<file path="src/rtl/uart_pkg.sv">
// Shared definitions for the UART-to-ALU endpoint: FSM state encodings and
// the opcode values understood by the attached ALU.
package uart_pkg;

  localparam logic [2:0] S_GET_A   = 3'd0;
  localparam logic [2:0] S_GET_B   = 3'd1;
  localparam logic [2:0] S_GET_OP  = 3'd2;
  localparam logic [2:0] S_EXEC    = 3'd3;
  localparam logic [2:0] S_WAIT_TX = 3'd4;

  typedef enum logic [2:0] {
    GET_A   = S_GET_A,
    GET_B   = S_GET_B,
    GET_OP  = S_GET_OP,
    EXEC    = S_EXEC,
    WAIT_TX = S_WAIT_TX
  } state_t;

  localparam logic [5:0] OP_ADD = 6'b100000;
  localparam logic [5:0] OP_SUB = 6'b100010;
  localparam logic [5:0] OP_AND = 6'b100100;
  localparam logic [5:0] OP_OR  = 6'b100101;
  localparam logic [5:0] OP_XOR = 6'b100110;
  localparam logic [5:0] OP_SRA = 6'b000011;
  localparam logic [5:0] OP_SRL = 6'b000010;
  localparam logic [5:0] OP_NOR = 6'b100111;

  // States in which the frame collector is waiting on the next RX byte.
  function automatic logic is_rx_wait(state_t s);
    return (s == GET_B) || (s == GET_OP);
  endfunction

endpackage

</file>
<file path="src/rtl/uart_alu_if_if.sv">
// Signal bundle between the UART RX/TX blocks, the ALU and the frame endpoint.
// Handshake: rx_done_tick/tx_done_tick/tick/tx_start/overrun are 1-cycle pulses
// (no back-pressure); data buses are valid while their pulse is high.
interface uart_alu_if_if #(
  parameter int NBIT_DATA = 8,
  parameter int NBIT_OP   = 6
);
  logic                 tick;
  logic                 rx_done_tick;
  logic [NBIT_DATA-1:0] rx_data;
  logic                 tx_done_tick;
  logic [NBIT_DATA-1:0] alu_result;
  logic [NBIT_DATA-1:0] op_a;
  logic [NBIT_DATA-1:0] op_b;
  logic [NBIT_OP-1:0]   op_code;
  logic                 tx_start;
  logic [NBIT_DATA-1:0] tx_data;
  logic                 busy;
  logic                 overrun;

  modport master (
    output tick, rx_done_tick, rx_data, tx_done_tick, alu_result,
    input  op_a, op_b, op_code, tx_start, tx_data, busy, overrun
  );

  modport slave (
    input  tick, rx_done_tick, rx_data, tx_done_tick, alu_result,
    output op_a, op_b, op_code, tx_start, tx_data, busy, overrun
  );
endinterface

</file>
<file path="src/rtl/uart_if_timeout.sv">
// Inter-byte timeout: counts baud ticks while enabled, saturates at the last
// count and flags expiry on the tick that would pass it.
module uart_if_timeout #(
  parameter int TIMEOUT_TICKS = 640
) (
  input  logic clk,
  input  logic rst_n,
  input  logic clear,
  input  logic enable,
  output logic expired
);
  localparam int CW = $clog2(TIMEOUT_TICKS);
  localparam logic [CW-1:0] LAST = CW'(TIMEOUT_TICKS - 1);

  logic [CW-1:0] count;

  always_ff @(posedge clk or negedge rst_n) begin
    if (!rst_n) begin
      count <= '0;
    end else if (clear) begin
      count <= '0;
    end else if (enable && (count != LAST)) begin
      count <= count + 1'b1;
    end
  end

  // A clear in the same cycle (an arriving byte) always beats expiry.
  assign expired = enable && !clear && (count == LAST);

endmodule

</file>
<file path="src/rtl/uart_alu_if.sv">
// Collects an {A, B, opcode} byte frame from UART RX, presents it to the ALU
// and sends the one-byte result back through UART TX.
module uart_alu_if
  import uart_pkg::*;
#(
  parameter int NBIT_DATA     = 8,
  parameter int NBIT_OP       = 6,
  parameter int TIMEOUT_TICKS = 640
) (
  input  logic          CLK,
  input  logic          reset,
  uart_alu_if_if.slave  bus,
  output logic [2:0]    dbg_state
);

  state_t               state;
  logic [NBIT_DATA-1:0] op_a_q;
  logic [NBIT_DATA-1:0] op_b_q;
  logic [NBIT_OP-1:0]   op_code_q;
  logic [NBIT_DATA-1:0] tx_data_q;
  logic                 tx_start_q;
  logic                 busy_q;
  logic                 overrun_q;

  logic rx_wait;
  logic to_clear;
  logic to_enable;
  logic to_expired;

  assign rx_wait   = is_rx_wait(state);
  assign to_clear  = bus.rx_done_tick || !rx_wait;
  assign to_enable = bus.tick && rx_wait;

  uart_if_timeout #(
    .TIMEOUT_TICKS (TIMEOUT_TICKS)
  ) u_timeout (
    .clk     (CLK),
    .rst_n   (reset),
    .clear   (to_clear),
    .enable  (to_enable),
    .expired (to_expired)
  );

  always_ff @(posedge CLK or negedge reset) begin
    if (!reset) begin
      state      <= GET_A;
      op_a_q     <= '0;
      op_b_q     <= '0;
      op_code_q  <= '0;
      tx_data_q  <= '0;
      tx_start_q <= 1'b0;
      busy_q     <= 1'b0;
      overrun_q  <= 1'b0;
    end else begin
      tx_start_q <= 1'b0;
      overrun_q  <= 1'b0;
      case (state)
        GET_A: begin
          if (bus.rx_done_tick) begin
            op_a_q <= bus.rx_data;
            state  <= GET_B;
            busy_q <= 1'b1;
          end
        end
        GET_B: begin
          if (bus.rx_done_tick) begin
            op_b_q <= bus.rx_data;
            state  <= GET_OP;
          end else if (to_expired) begin
            state  <= GET_A;
            busy_q <= 1'b0;
          end
        end
        GET_OP: begin
          if (bus.rx_done_tick) begin
            op_code_q <= bus.rx_data[NBIT_OP-1:0];
            state     <= EXEC;
          end else if (to_expired) begin
            state  <= GET_A;
            busy_q <= 1'b0;
          end
        end
        EXEC: begin
          // Operands were registered last cycle, so the ALU output is settled.
          tx_data_q  <= bus.alu_result;
          tx_start_q <= 1'b1;
          overrun_q  <= bus.rx_done_tick;
          state      <= WAIT_TX;
        end
        WAIT_TX: begin
          overrun_q <= bus.rx_done_tick;
          if (bus.tx_done_tick) begin
            state  <= GET_A;
            busy_q <= 1'b0;
          end
        end
        default: begin
          state  <= GET_A;
          busy_q <= 1'b0;
        end
      endcase
    end
  end

  assign bus.op_a     = op_a_q;
  assign bus.op_b     = op_b_q;
  assign bus.op_code  = op_code_q;
  assign bus.tx_data  = tx_data_q;
  assign bus.tx_start = tx_start_q;
  assign bus.busy     = busy_q;
  assign bus.overrun  = overrun_q;
  assign dbg_state    = state;

endmodule

</file>
<file path="src/flat_wrapper.sv">
// flat-port wrapper written by rule: the top's interface ports become plain ports
module uart_alu_if_flat import uart_pkg::*;
#(
  parameter int NBIT_DATA     = 8,
  parameter int NBIT_OP       = 6,
  parameter int TIMEOUT_TICKS = 640
)
  (CLK, reset, dbg_state, bus_tick, bus_rx_done_tick, bus_rx_data, bus_tx_done_tick, bus_alu_result, bus_op_a, bus_op_b, bus_op_code, bus_tx_start, bus_tx_data, bus_busy, bus_overrun);
  uart_alu_if_if #(.NBIT_DATA(NBIT_DATA), .NBIT_OP(NBIT_OP)) bus_i ();
  input  logic CLK;
  input  logic reset;
  output logic [2:0] dbg_state;
  input wire logic [$bits(bus_i.tick)-1:0] bus_tick;
  input wire logic [$bits(bus_i.rx_done_tick)-1:0] bus_rx_done_tick;
  input wire logic [$bits(bus_i.rx_data)-1:0] bus_rx_data;
  input wire logic [$bits(bus_i.tx_done_tick)-1:0] bus_tx_done_tick;
  input wire logic [$bits(bus_i.alu_result)-1:0] bus_alu_result;
  output wire logic [$bits(bus_i.op_a)-1:0] bus_op_a;
  output wire logic [$bits(bus_i.op_b)-1:0] bus_op_b;
  output wire logic [$bits(bus_i.op_code)-1:0] bus_op_code;
  output wire logic [$bits(bus_i.tx_start)-1:0] bus_tx_start;
  output wire logic [$bits(bus_i.tx_data)-1:0] bus_tx_data;
  output wire logic [$bits(bus_i.busy)-1:0] bus_busy;
  output wire logic [$bits(bus_i.overrun)-1:0] bus_overrun;
  assign bus_i.tick = bus_tick;
  assign bus_i.rx_done_tick = bus_rx_done_tick;
  assign bus_i.rx_data = bus_rx_data;
  assign bus_i.tx_done_tick = bus_tx_done_tick;
  assign bus_i.alu_result = bus_alu_result;
  assign bus_op_a = bus_i.op_a;
  assign bus_op_b = bus_i.op_b;
  assign bus_op_code = bus_i.op_code;
  assign bus_tx_start = bus_i.tx_start;
  assign bus_tx_data = bus_i.tx_data;
  assign bus_busy = bus_i.busy;
  assign bus_overrun = bus_i.overrun;
  uart_alu_if #(.NBIT_DATA(NBIT_DATA), .NBIT_OP(NBIT_OP), .TIMEOUT_TICKS(TIMEOUT_TICKS)) u_core (.CLK(CLK), .reset(reset), .bus(bus_i), .dbg_state(dbg_state));
endmodule
</file>
<file path="config.mk">
export PLATFORM = sky130hd
export DESIGN_NAME = uart_alu_if_flat
export DESIGN_NICKNAME = d
export VERILOG_FILES = /design/src/rtl/uart_pkg.sv /design/src/rtl/uart_alu_if_if.sv /design/src/rtl/uart_if_timeout.sv /design/src/rtl/uart_alu_if.sv /design/src/flat_wrapper.sv
export SDC_FILE = /design/constraint.sdc
export NUM_CORES = 1
export LEC_CHECK = 0
export ABC_AREA = 1
export CAP_MARGIN = 20
export CORE_ASPECT_RATIO = 0.9
export CORE_MARGIN = 2
export CORE_UTILIZATION = 27
export CTS_CLUSTER_DIAMETER = 200
export DETAILED_ROUTE_END_ITERATION = 12
export PLACE_DENSITY_LB_ADDON = 0.08
export SYNTH_ARGS = -nofsm -noshare
export SYNTH_HDL_FRONTEND = slang
export SYNTH_SLANG_ARGS = --single-unit
export TNS_END_PERCENT = 1
</file>
<file path="constraint.sdc">
create_clock -name CLK -period 1.7 [get_ports CLK]
set_input_delay 0.34 -clock CLK [delete_from_list [all_inputs] [get_ports CLK]]
set_output_delay 0.34 -clock CLK [all_outputs]
set_load 0.03 [all_outputs]
</file>
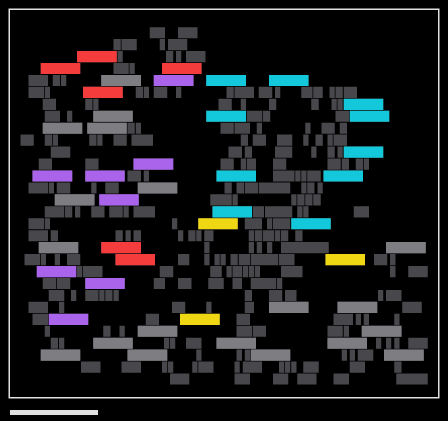
*Sequential cells coloured by netlist name, run 1*
Scale bar: 20 um.
u_core.dbg_state -> yellow  # placed flops 3
u_core.bus.op_a -> purple  # placed flops 8
u_core.bus.op_code -> red  # placed flops 6
u_core.u_timeout.count -> cyan  # placed flops 10
not coloured = 19
Seq. pwr: 1.73 mW
sequential share of cell area: 0.386
register area: 0.00115 mm^2
final core utilization: 0.393

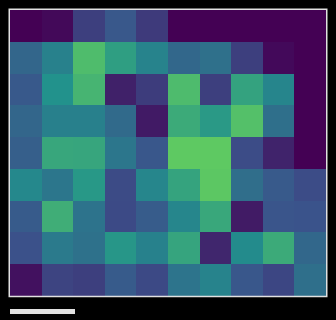
*Cell density map, run 1*
Scale bar: 20 um. The die is cut into 10 by 9 equal tiles; dark purple is low, yellow is high, 0 to 100% covered.
nearly empty tiles = 11%
emptiest ninth of the die = top right
fullest tile = 75%

==> results.txt, run 1 <==
impl run done, here's what came out: RSZ-0062 raised after global routing=false, slowest stage cell, crit path=clkdlybuf4s50_1, Final Hold Violation Tally=2, Max Slew Vio Count=0, vias in the first global route=1675, Leakage=1.60 nW, ys async rst share=1.00, min Tclk post-route=1.66 ns, Largest type area fraction=0.542, initial antenna violation count=0, global-route wire length before repair=8.11 mm, WS Path Type=reg -> out, DR DRC count=0, core area=0.00758 mm^2, synth-to-layout area growth=40.4%, Cell Type Count=28, status=finished with violations, Synth Warn #=0, largest net degree at the start of global routing=47, 1st-pass router iterations=4, num rows=30, critical path peak fanout=2, failing checks=negative hold slack, Core Util at FP=0.280, CTS tree=built, Startpoint Class=flip-flop, hpwl dp=3.30 mm, CP cell instances=clkdlybuf4s50_1, Fillers=776, Hold Path Class=in -> async, WHS=-0.00648 ns, hold_buf cts=0, grt total ovfl=0, synthesized area=0.00212 mm^2, slowest stage delay, CP=0.67 ns, crit path DAT=1.32 ns, multi-input logic area=845 um^2, nets@finish=312
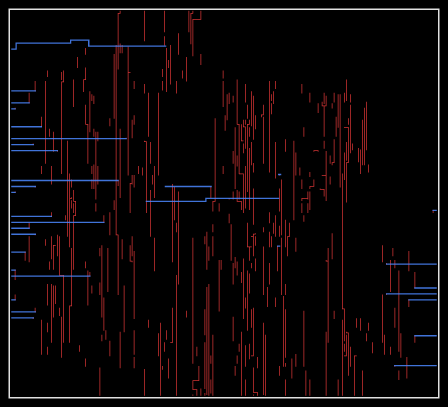
*Routed metal, one colour a layer, run 1*
Two of the layers only.
metal 2 -> red  # wire length 2110 um
metal 3 -> blue  # wire length 288 um
DR vias: 1669
Total Routing Usage GR: 0.117
final WL: 4.71 mm

==> run 1: registers in the layout, summed over array words and instances, names as in the netlist <==
signal / count
u_core.bus.tx_data: 8
u_core.u_timeout.count: 10
u_core.bus.overrun: 1
u_core.bus.op_code: 6
u_core.dbg_state: 3
u_core.bus.op_a: 8
u_core.bus.op_b: 8
u_core.bus.busy: 1
u_core.bus.tx_start: 1
==> run 1: final timing paths <==
check	startpoint	depth (start not counted)	endpoint	slack [ns]
worst max-delay path	u_core.bus.tx_data[3]	1	bus_tx_data[3]	0.04
worst min-delay path	reset	2	u_core.bus.tx_data[0]	-0.006
worst max register to register	u_core.u_timeout.count[0]	8	u_core.u_timeout.count[8]	0.17
worst min register to register	u_core.bus.tx_data[0]	2	u_core.bus.tx_data[0]	0.47
max in group asynchronous	reset	2	u_core.bus.busy	1.47
min in group CLK	u_core.bus.tx_data[0]	2	u_core.bus.tx_data[0]	0.47
==> run 1: power by group <==
| part | internal (mW) | leakage (nW) | switching (mW) |
|---|---|---|---|
| Sequential | 1.50 | 0.590 | 0.230 |
| Clock | 0.441 | 0.0585 | 0.398 |
| Combinational | 0.954 | 0.952 | 1.69 |
==> run 1: layout by cell type (no fill, tap or decap), types with 2 or more instances in the layout <==
cell type        count
nand4_1              3
xor2_1               6
clkdlybuf4s50_1     22
dlygate4sd2_1       14
buf_4                7
nor3_1               5
clkbuf_8             5
nand2_1             63
nand3_1             16
dlymetal6s2s_1      19
nor2_1               6
o21ai_0             16
o21ai_2             15
nor2_4               2
nand3_2              3
inv_2                6
inv_1               19
dfrtp_1             46
nand3_4              2
==> run 1: final cells by class <==
| class | count | area share |
|---|---|---|
| Tap cell | 96 | 0.0403 |
| Multi-Input combinational cell | 148 | 0.283 |
| Sequential cell | 46 | 0.386 |
| Clock inverter | 3 | 0.0147 |
| Inverter | 25 | 0.0315 |
| Timing Repair Buffer | 64 | 0.221 |
| Clock buffer | 5 | 0.0231 |
==> run 1: metrics by stage <==
step | total power [mW] | utilization | hold WS, ns | instance area, um^2 | cells
after global placement | 4.55 | 0.373 | 0.347 | 2830 | 379
after CTS | 5.32 | 0.386 | 0.00495 | 2920 | 387
after floorplan | 3.47 | - | 0.0444 | 2120 | 225
final | 5.21 | 0.393 | -0.00648 | 2980 | 387
after global routing | 5.56 | 0.393 | 0.0120 | 2980 | 387
after detailed placement | 4.56 | 0.373 | 0.345 | 2830 | 379
==> run 1: repair_timing <==
| item | CTS | global route |
|---|---|---|
| pin swaps | 0 | 0 |
| buffers inserted | 0 | 0 |
| cloned | 0 | 0 |
| endpoints found under the setup margin | 14 | 22 |
| resized | 14 | 20 |
==> run 1: logic make-up after synthesis <==
group / count (synthesis) / synth area share
compound gates: 35 / 0.113
simple gates: 106 / 0.250
fa+ha+maj: 1 / 0.00589
buf+inv: 31 / 0.0642
flops: 46 / 0.542
xor+xnor: 6 / 0.0247
==> run 1: routing by layer <==
| layer | track usage | part of all wire |
|---|---|---|
| met1 | 0.154 | 0.48 |
| met4 | 0.0379 | 0.010 |
| met5 | 0 | 0 |
| met3 | 0.0359 | 0.061 |
| met2 | 0.188 | 0.45 |
--- run 2 (diff from run 1) ---
- CAP_MARGIN: 20 -> not set
==> results.txt, run 2 <==
impl run done, here's what came out: Critical Path Start=u_core.bus.tx_data[3], WS Path Type=reg -> out, critical path peak fanout=2 (unchanged), slack of the worst reg-to-reg path=0.17 ns (about the same), simple share=0.250 (unchanged), Final Hold Violation Tally=2 (unchanged), Largest type area fraction=0.542 (unchanged), DR DRC count=0 (unchanged), Switch Pwr=2.32 mW (unchanged), register area=0.00115 mm^2 (unchanged), Clock power frac=0.161 (about the same), min Tclk post-route=1.66 ns (unchanged), CP cell instances=clkdlybuf4s50_1, Fillers=776 (unchanged), DR vias=1669 (unchanged), initial antenna violation count=0 (unchanged), worst r2r src=u_core.u_timeout.count[0], num rows=30 (unchanged), failing checks=negative hold slack, Synth Warn #=0 (unchanged), ao+oa area frac=0.113 (unchanged), max FFs per register=10 (unchanged), grt total ovfl=0 (unchanged), status=finished with violations, xor+xnor area frac=0.0247 (unchanged), Top non-seq family=simple AND/OR/NAND/NOR gates, global-route wire length before repair=8.11 mm (unchanged), RSZ-0062 raised after global routing=false, Max Slew Vio Count=0 (unchanged), slowest stage cell, crit path=clkdlybuf4s50_1, CTS tree=built, synthesized area=0.00212 mm^2 (unchanged), r2r worst-path depth=8 (unchanged), WHS=-0.00648 ns (unchanged), Cell Type Count=28 (unchanged), share of power burned in registers=0.332 (about the same), Hold Path Class=in -> async
## run 2: power by group through the flow
stage / clock network (mW) / registers [mW] / logic [mW]
floorplan: 0 / 2.53 / 0.945
global placement: 0 / 1.77 / 2.78
detailed placement: 0 / 1.77 / 2.79
CTS: 0.879 / 1.75 / 2.70
global route: 0.907 / 1.78 / 2.87
finish: 0.840 / 1.73 / 2.64
## run 2: area by class of cell
cell class,count,area share
well taps,96,0.0403
flip-flops and latches,46,0.386
multi-input cells,148,0.283
inverters,25,0.0315
clock buffers,5,0.0231
repair buffers,64,0.221
clock inverters,3,0.0147
## run 2: cells by family (layout without fill, tap and decap cells)
logic type / after synthesis / count (layout)
compound gates: 35 / 35
buf+inv: 31 / 97
fa+ha+maj: 1 / 1
simple gates: 106 / 106
xor+xnor: 6 / 6
flops: 46 / 46
## run 2: repair_timing
| item | in CTS | in global routing |
|---|---|---|
| pin swaps | 0 | 0 |
| buffers inserted | 0 | 0 |
| gates resized | 14 | 20 |
| endpoints found under the hold margin | 0 | 0 |
| setup endpoints to repair | 14 | 22 |
## run 2: metal layers
metal  track usage  vias to the layer above  routed length [um]
met3        0.0359                        5                 287
met5             0                        -                   0
met2         0.188                       32                2110
li1              -                      852                   -
met1         0.154                      780                2270
met4        0.0379                        0                  48
## run 2: how the worst min path moves through the flow
| stage | slack [ns] | depth (start not counted) | to | start |
|---|---|---|---|---|
| 2_1_floorplan | 0.04 | 0 | u_core.bus.busy | reset |
| 3_3_place_gp | 0.35 | 2 | u_core.bus.tx_data[0] | reset |
| 3_5_place_dp | 0.34 | 2 | u_core.bus.tx_data[0] | reset |
| 4_1_cts | 0.005 | 2 | u_core.bus.tx_data[0] | reset |
| 5_1_grt | 0.01 | 2 | u_core.bus.tx_data[0] | reset |
| 6_report | -0.006 | 2 | u_core.bus.tx_data[0] | reset |
## run 2: per-stage QoR
step	power, mW	cell area (um^2)	setup WS (ns)	instances	util
after floorplan	3.47	2120	0.182	225	-
after global placement	4.55	2830	0.117	379	0.373
after detailed placement	4.56	2830	0.0984	379	0.373
after CTS	5.32	2920	0.000498	387	0.386
after global routing	5.56	2980	0.00276	387	0.393
final	5.21	2980	0.0383	387	0.393
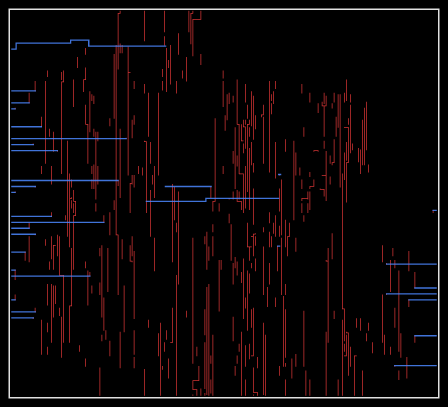
*Routed metal, one colour a layer, run 2*
Two of the layers only.
WL/cell: 12.2 um

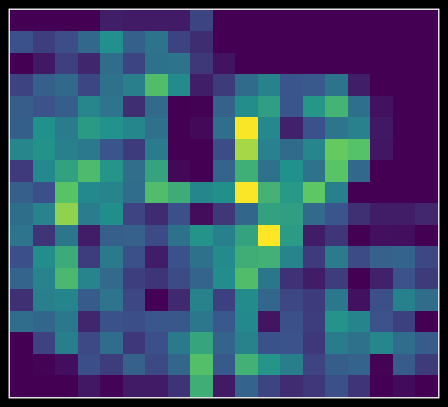
*Routed metal per tile, run 2*
The die is cut into 19 by 18 equal tiles; dark purple is low, yellow is high, scaled to the fullest tile. Values are wire area over tile area, all layers added.
fullest tile = 0.33
emptiest ninth of the die = top right
tiles over half the peak = 13%
nearly empty tiles = 21%
mean over tiles = 0.087

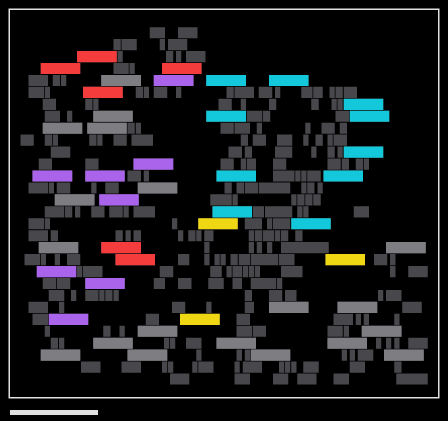
*Sequential cells coloured by netlist name, run 2*
Scale bar: 20 um.
u_core.u_timeout.count -> cyan  # placed flops 10
u_core.bus.op_a -> purple  # placed flops 8
u_core.dbg_state -> yellow  # placed flops 3
u_core.bus.op_code -> red  # placed flops 6
not coloured = 19

--- run 3 (diff from run 2) ---
- CORE_MARGIN: 2 -> not set
==> results.txt, run 3 <==
impl run done, here's what came out: DR DRC count=0 (unchanged), grt total ovfl=0 (unchanged), Clock power frac=0.157 (-0.004), max FFs per register=10 (unchanged), DR vias=1632 (-2.2%), WL/cell=12.0 um (-1.5%), CTS tree=built, global-route wire length before repair=7.66 mm (-5.6%), r2r worst-path depth=8 (unchanged), num rows=30 (unchanged), dpl cells=377 (-0.53%), synthesized area=0.00212 mm^2 (unchanged), WS Path Type=reg -> out, Synth Warn #=0 (unchanged), CP cell instances=clkdlybuf4s50_1, GR peak layer=met2, non-filler cells, final=385 (-0.52%), Cell Type Count=28 (unchanged), WHS=0.00796 ns (+0.0144 ns), RSZ-0062 raised after global routing=false, status=completed, met2 Use GR=0.181 (-0.00692), critical path peak fanout=2 (unchanged), Hold Path Class=in -> async, share of power burned in registers=0.333 (about the same), Switch Pwr=2.29 mW (-1.1%), Final Hold Violation Tally=0 (-2), ys flops=46, min Tclk post-route=1.66 ns (-0.00321 ns), initial antenna violation count=0 (unchanged), M1 GR Usage=0.168 (+0.0144)
[run 3: final cells by class]
type                    count  area (um^2)
inverters                  25         93.8
fillers                   792         4620
multi-input cells         148          838
repair buffers             62          648
clock inverters             3         40.0
clock buffers               5         68.8
flip-flops and latches     46         1150
well taps                  96          120
[run 3: metal layers]
layer  part of all wire  vias up
met3              0.055        7
met2               0.43       34
met5                  0        -
met1               0.50      740
li1                   -      851
met4              0.015        0
[run 3: logic make-up after synthesis]
| kind of cell | after synthesis | share of synthesized area |
|---|---|---|
| fa+ha+maj | 1 | 0.00589 |
| buf+inv | 31 | 0.0642 |
| compound gates | 35 | 0.113 |
| flops | 46 | 0.542 |
| simple gates | 106 | 0.250 |
| xor+xnor | 6 | 0.0247 |
[run 3: final timing paths]
check	slack [ns]	end	startpoint
setup / recovery	0.04	bus_op_b[5]	u_core.bus.op_b[5]
hold / removal	0.008	u_core.bus.tx_data[6]	reset
setup reg to reg	0.15	u_core.u_timeout.count[7]	u_core.u_timeout.count[0]
hold reg to reg	0.47	u_core.bus.tx_data[6]	u_core.bus.tx_data[6]
max in group asynchronous	1.46	u_core.bus.op_a[7]	reset
min in group CLK	0.47	u_core.bus.tx_data[6]	u_core.bus.tx_data[6]
[run 3: metrics by stage]
stage	power, mW	cell area (um^2)	setup WS, ns
floorplan	3.47	2120	0.182
global placement	4.58	2830	0.0302
detailed placement	4.58	2830	0.0158
CTS	5.34	2920	0.000528
global route	5.57	2960	0.00134
finish	5.20	2960	0.0415
[run 3: power by group through the flow]
stage | clock network, mW | registers (mW) | logic [mW]
after floorplan | 0 | 2.53 | 0.945
after global placement | 0 | 1.77 | 2.81
after detailed placement | 0 | 1.77 | 2.81
after CTS | 0.862 | 1.75 | 2.73
after global routing | 0.890 | 1.79 | 2.89
final | 0.815 | 1.73 | 2.66
[run 3: timing repair]
item	4_1_cts	5_1_grt
endpoints found under the setup margin	12	16
resized	12	16
setup buffers	0	0
gates cloned	0	0
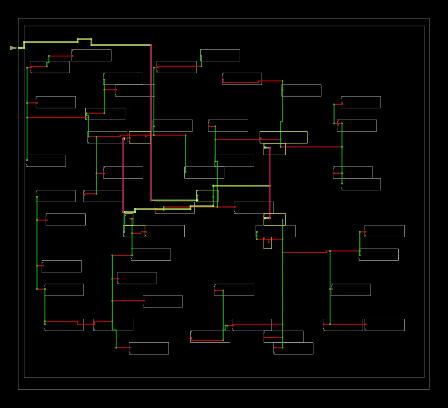
*Clock routing, run 3*
clk_lat worst skew: 0.30 ns
CTS Buf Count: 5
Clk. pwr: 0.815 mW
clock buf count: 5

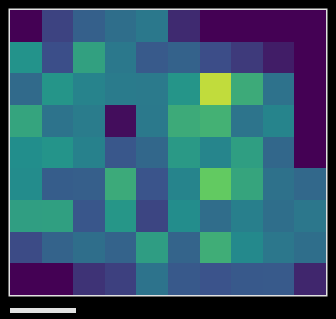
*Cell density map, run 3*
Scale bar: 20 um. The die is cut into 10 by 9 equal tiles; dark purple is low, yellow is high, 0 to 100% covered.
tiles over 75% full = 2.2%
nearly empty tiles = 12%
mean over tiles = 35%
Core Util at FP: 0.280
core area: 0.00758 mm^2

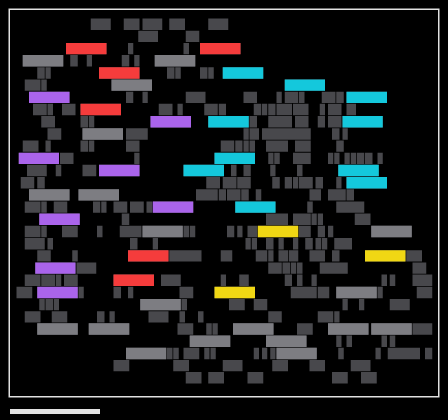
*Sequential cells coloured by netlist name, run 3*
Scale bar: 20 um.
u_core.bus.op_a -> purple  # placed flops 8
u_core.dbg_state -> yellow  # placed flops 3
u_core.bus.op_code -> red  # placed flops 6
u_core.u_timeout.count -> cyan  # placed flops 10
not coloured = 19
final core utilization: 0.390
sequential share of cell area: 0.389

No activity file was given, so power comes from the tool's default toggle rates.
